**Drive-strength map**

(3 px per um)
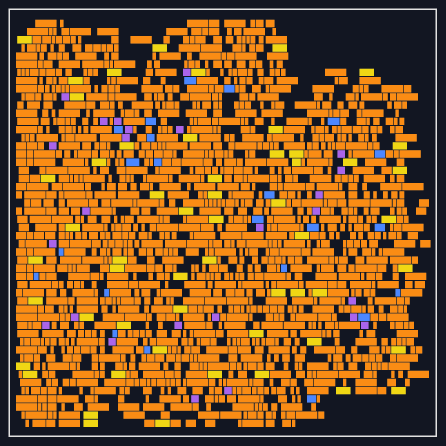
**Sequential cells coloured by netlist name**

(3 px per um) Other sequential cells in the stronger grey, the rest of the logic in the fainter grey.
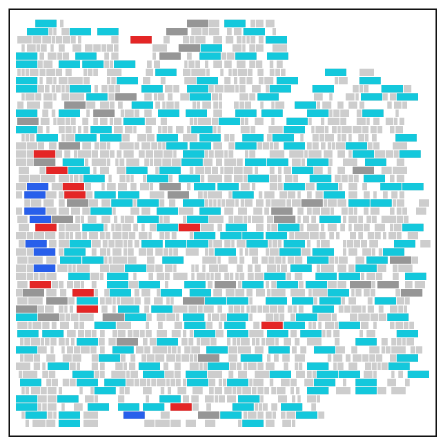
**Congestion heat map**

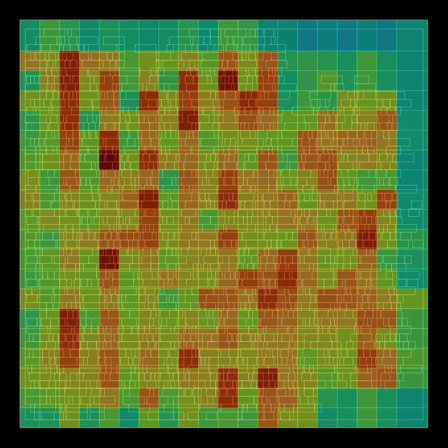
**Layout detail**

Window x 58 to 83, y 58 to 83 um. Cells in grey, sequential cells in the stronger grey; small squares are vias.
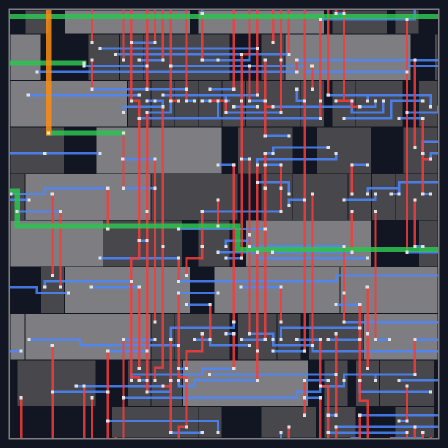
`config.mk`:
```
export PLATFORM = sky130hd
export DESIGN_NAME = board_io_conditioner
export DESIGN_NICKNAME = d
export VERILOG_FILES = /design/src/rtl/board_io_conditioner.sv
export SDC_FILE = /design/constraint.sdc
export NUM_CORES = 1
export LEC_CHECK = 0
export CORE_MARGIN = 1.5
export CORE_UTILIZATION = 62
export CTS_BUF_LIST = sky130_fd_sc_hd__clkbuf_8
export CTS_CLUSTER_SIZE = 30
export DETAILED_ROUTE_END_ITERATION = 10
export PLACE_DENSITY = 0.87
export SYNTH_ARGS = -nofsm -noshare
export SYNTH_HDL_FRONTEND = slang
export SYNTH_SLANG_ARGS = --single-unit
```
`constraint.sdc`:
```
create_clock -name clk_i -period 2.3 [get_ports clk_i]
set_input_delay 0.46 -clock clk_i [delete_from_list [all_inputs] [get_ports clk_i]]
set_output_delay 0.46 -clock clk_i [all_outputs]
set_load 0.01 [all_outputs]
```
`src/rtl/board_io_conditioner.sv`:
```
// board_io_conditioner: synchronised, debounced switch/button inputs with sticky press flags and registered LEDs; define BOARD_IO_PWM_EN to enable global PWM dimming.
module board_io_conditioner #(
    parameter int N_SW            = 8,
    parameter int N_BTN           = 4,
    parameter int N_LED           = 8,
    parameter int SYNC_STAGES     = 2,
    parameter int DEBOUNCE_CYCLES = 500000,
    parameter int PWM_W           = 8
) (
    input  logic             clk_i,
    input  logic             rst_i,
    input  logic [N_SW-1:0]  sw_i,
    input  logic [N_BTN-1:0] btn_i,
    output logic [N_SW-1:0]  sw_db_o,
    output logic [N_BTN-1:0] btn_db_o,
    output logic [N_BTN-1:0] btn_evt_o,
    input  logic [N_BTN-1:0] evt_clr_i,
    input  logic [N_LED-1:0] led_val_i,
    input  logic [PWM_W-1:0] led_duty_i,
    output logic [N_LED-1:0] led_o
);
    localparam int N_IN = N_SW + N_BTN;
    localparam int CW = $clog2(DEBOUNCE_CYCLES + 1);
    localparam logic [CW-1:0] LAST = CW'(DEBOUNCE_CYCLES - 1);

    logic [N_IN-1:0]  sync_q [SYNC_STAGES];
    logic [N_IN-1:0]  s, db_q, db_d;
    logic [CW-1:0]    cnt_q [N_IN];
    logic [CW-1:0]    cnt_d [N_IN];
    logic [N_BTN-1:0] btn_prev_q, evt_q, evt_d;
    logic [N_LED-1:0] led_q, led_d;

    assign s         = sync_q[SYNC_STAGES-1];
    assign sw_db_o   = db_q[N_SW-1:0];
    assign btn_db_o  = db_q[N_IN-1:N_SW];
    assign btn_evt_o = evt_q;
    assign led_o     = led_q;

    // A mismatch must persist for DEBOUNCE_CYCLES consecutive cycles; any agreement restarts the count.
    always_comb begin
        cnt_d = cnt_q;
        db_d  = db_q;
        for (int i = 0; i < N_IN; i++) begin
            cnt_d[i] = (s[i] == db_q[i] || cnt_q[i] == LAST) ? '0 : cnt_q[i] + CW'(1);
            db_d[i]  = (s[i] != db_q[i] && cnt_q[i] == LAST) ? s[i] : db_q[i];
        end
        evt_d = (btn_db_o & ~btn_prev_q) | (evt_q & ~evt_clr_i);
    end

`ifdef BOARD_IO_PWM_EN
    logic [PWM_W-1:0] pwm_q;
    always_ff @(posedge clk_i) begin
        if (rst_i) pwm_q <= '0;
        else       pwm_q <= pwm_q + PWM_W'(1);
    end
    assign led_d = led_val_i & {N_LED{(pwm_q < led_duty_i) || (&led_duty_i)}};
`else
    logic unused_duty;
    assign unused_duty = ^led_duty_i;
    assign led_d = led_val_i;
`endif

    always_ff @(posedge clk_i) begin
        if (rst_i) begin
            sync_q     <= '{default: '0};
            cnt_q      <= '{default: '0};
            db_q       <= '0;
            btn_prev_q <= '0;
            evt_q      <= '0;
            led_q      <= '0;
        end else begin
            sync_q[0] <= {btn_i, sw_i};
            for (int k = 1; k < SYNC_STAGES; k++) sync_q[k] <= sync_q[k-1];
            cnt_q      <= cnt_d;
            db_q       <= db_d;
            btn_prev_q <= btn_db_o;
            evt_q      <= evt_d;
            led_q      <= led_d;
        end
    end
endmodule

```
==> results.ini <==
[outcome]
outcome = finished clean

[floorplan]
pin_count = 58
core_area_mm2 = 0.01883
dieArea_mm2 = 0.02012
rows = 50
fp.dieH_um = 141.9
chipWidth_um = 141.9
fp-utilization_pct = 63.48

[timing]
rsz0062_at_grt = false
post-route-min-period_ps = 2101
maxSlewViolCount = 0
setup_tns_ps = 0
skew_ps = 22.97
max_freq_mhz = 476.1
setup_viol = 0

[grt]
grt_max_degree = 20
grt_pass1_wl_um = 40590
antenna_found_initial = 0
first_global_vias = 9444

[worst_setup_path]
worstPathRequired_ps = 1840
cp_max_fo = 5
crit_slowest_cell = clkdlybuf4s50_1
crit_type = reg2out
worstPathArrival_ps = 1640
cp.buffers_inverters = 1
crit_path_max_incr_delay_ps = 620
r2r_cells = 4
path_delay_family = buffers and inverters
rrSetupSlack_ps = 260
start_kind = register

[routing]
antenna_left = 0
drc = 0
num_vias = 9809
detail_route.iter0.violations = 414
drt_wl_total_um = 23270
drt-vias-per-instance = 5.683

[yosys]
syn_area_per_cell_um2 = 8.790
top_area_cell = dfxtp_1
yosys_area_mm2 = 0.01195
yosys_warnings = 0
syn_area_mm2 = 0.01195
ys_cells = 1360
top_cells_by_area = dfxtp_1 (47%), xnor2_1 (6.0%), nor2_1 (5.7%)
ys_seq_share_pct = 46.89
yosysUniqueCellTypes = 41
ys_ff = 280
synth-main-ff-cell = dfxtp_1
syn_nets = 1406
synthCells = 1360

[clock_tree]
clock_sinks = 280
cts-htree-levels = 2
cts_tree = yes
clkTransAtPathRegs_ps = 60
clock_path_buffers = 3
cts_resized = 1
cts-root-buf = clkbuf_8
cts_setup_buffers = 0
clk_latency_ps = 550
cts_hold_buf = 0
numCtsBuffers = 44

[cells_and_area]
final_cell_area_mm2 = 0.01362
logic_area_mm2 = 0.006008
fill_cells = 1360
nets = 1485
most-common-layout-cells = dfxtp_1 (280), nor2_1 (182), nand3_1 (85)
antenna_cells = 0
drive_gt1_share_pct = 6.958

[power_and_ir_drop]
ir_worst_vdd_uv = 642.1
clockPowerShare_pct = 43.6
swShare_pct = 21.40
internal_power_uw = 7083
p_leak_uw = 0.004136
switching_power_uw = 1928
powerDensity_mw_per_mm2 = 661.7
seqPwrFrac_pct = 54.4

[hold_path]
hp-class = in2reg

[run]
tool_warnings = 34

[placement]
dp_hpwl_um = 15920
place_congestion = 0.8392
dpl_cell_area_mm2 = 0.01279

Notes on 'drive-strength map' above:
legend:
  orange:
    size: _0 and _1 cells
    cells: 1364
  yellow:
    size: _6 and larger
    cells: 55
  purple:
    size: _3 and _4 cells
    cells: 25
  blue:
    size: _2 cells
    cells: 22
setup ws final: 199.4 ps
Area Overhead vs Synth: 13.91%

Notes on 'sequential cells coloured by netlist name' above:
legend:
  cyan:
    signal: `cnt_q`
    flops: 228
    where: all over the die
  red:
    signal: `sync_q`
    flops: 12
    where: west
  blue:
    signal: `led_o`
    flops: 8
    where: west
final core occ: 72.31%
Seq power: 4900 uW
Seq/total area: 41.17%
storage element area: 0.005605 mm2

Notes on 'congestion heat map' above:
busiest grt layer: met2
grt met2 use: 41.80%
WL/cell: 13.48 um
All-Layer GR Usage: 23.67%

Notes on 'layout detail' above:
legend:
  green:
    layer: metal 3
  orange:
    layer: metal 4
  red:
    layer: metal 2
  blue:
    layer: metal 1
sequential cells in the window: 14
most frequent: nor2_1 (14), dfxtp_1 (14)
cells with their middle in the window: 60
netlist names of flops here include: `cnt_q` (13), `sync_q` (1)

[sequential cells by signal, indices dropped and copies added (netlist names)]
signal	count
cnt_q	228
s	12
sync_q	12
btn_evt_o	4
btn_prev_q	4
led_o	8
db_q	12
[final timing paths]
kind / start / end
worst max-delay path: db_q[11]$_SDFFE_PP0P_ / btn_db_o[3]
worst min-delay path: rst_i / s[3]$_SDFF_PP0_
worst max register to register: cnt_q[173]$_SDFF_PP0_ / cnt_q[188]$_SDFF_PP0_
worst min register to register: sync_q[20]$_SDFF_PP0_ / s[8]$_SDFF_PP0_
[cells in the mapped netlist (17+ instances only)]
| library cell | n |
|---|---|
| nand2_1 | 74 |
| or4_1 | 36 |
| o21ai_0 | 42 |
| nor2b_1 | 36 |
| inv_1 | 48 |
| o31ai_1 | 29 |
| xor2_1 | 73 |
| nor4_1 | 35 |
| a21oi_1 | 77 |
| nand2b_1 | 17 |
| dfxtp_1 | 280 |
| xnor2_1 | 82 |
| nand4_1 | 51 |
| nand3_1 | 85 |
| nor3_1 | 20 |
| or3_1 | 51 |
| and4_1 | 21 |
| nor2_1 | 182 |
| clkbuf_1 | 32 |
[power groups by stage]
stage / sequential [uW] / combinational, uW / clock (uW)
after floorplan: 5010 / 77.9 / 0
after global placement: 5010 / 174 / 0
after detailed placement: 5010 / 178 / 0
after CTS: 4900 / 180 / 4020
after global routing: 4900 / 195 / 4240
final: 4900 / 177 / 3930
[area by class of cell]
class                      count  share of cell area [%]
sequential                   280                   41.17
tap                          260                   2.389
inverter                      48                   1.323
timing repair buffer          74                   4.943
clock inverter                19                  0.5973
clock buffer                  54                   5.458
multi-input combinational    991                   44.12
[stage by stage]
| stage | setup slack, ps | hold WS, ps | util [%] | std cells | total power, uW |
|---|---|---|---|---|---|
| after floorplan | 328.7 | 413.8 | - | 1360 | 5085 |
| after global placement | 125.8 | 420.8 | 67.91 | 1653 | 5180 |
| after detailed placement | 17.63 | 423.4 | 67.91 | 1653 | 5186 |
| after CTS | 166.4 | 344.7 | 72.31 | 1726 | 9103 |
| after global routing | 129.8 | 395.0 | 72.31 | 1726 | 9336 |
| final | 199.4 | 369.1 | 72.31 | 1726 | 9011 |
[cell families (layout without fill, tap and decap cells)]
family | Yosys count | count (layout) | share of synthesized area [%]
fa+ha+maj | 12 | 12 | 1.256
compound gates | 162 | 162 | 7.777
simple gates | 662 | 662 | 29.84
xor+xnor | 155 | 155 | 11.36
flops | 280 | 280 | 46.89
buf+inv | 89 | 195 | 2.878
[metal layers]
| metal | vias up | global-route usage, % | routed length (um) | share of wire (%) |
|---|---|---|---|---|
| li1 | 4951 | - | - | - |
| met1 | 4599 | 28.78 | 10340 | 44 |
| met2 | 220 | 41.80 | 11380 | 49 |
| met3 | 39 | 4.826 | 1163 | 5.0 |
| met4 | 0 | 7.976 | 391 | 1.7 |
| met5 | - | 0 | 0 | 0 |
No activity file was given, so power comes from the tool's default toggle rates.
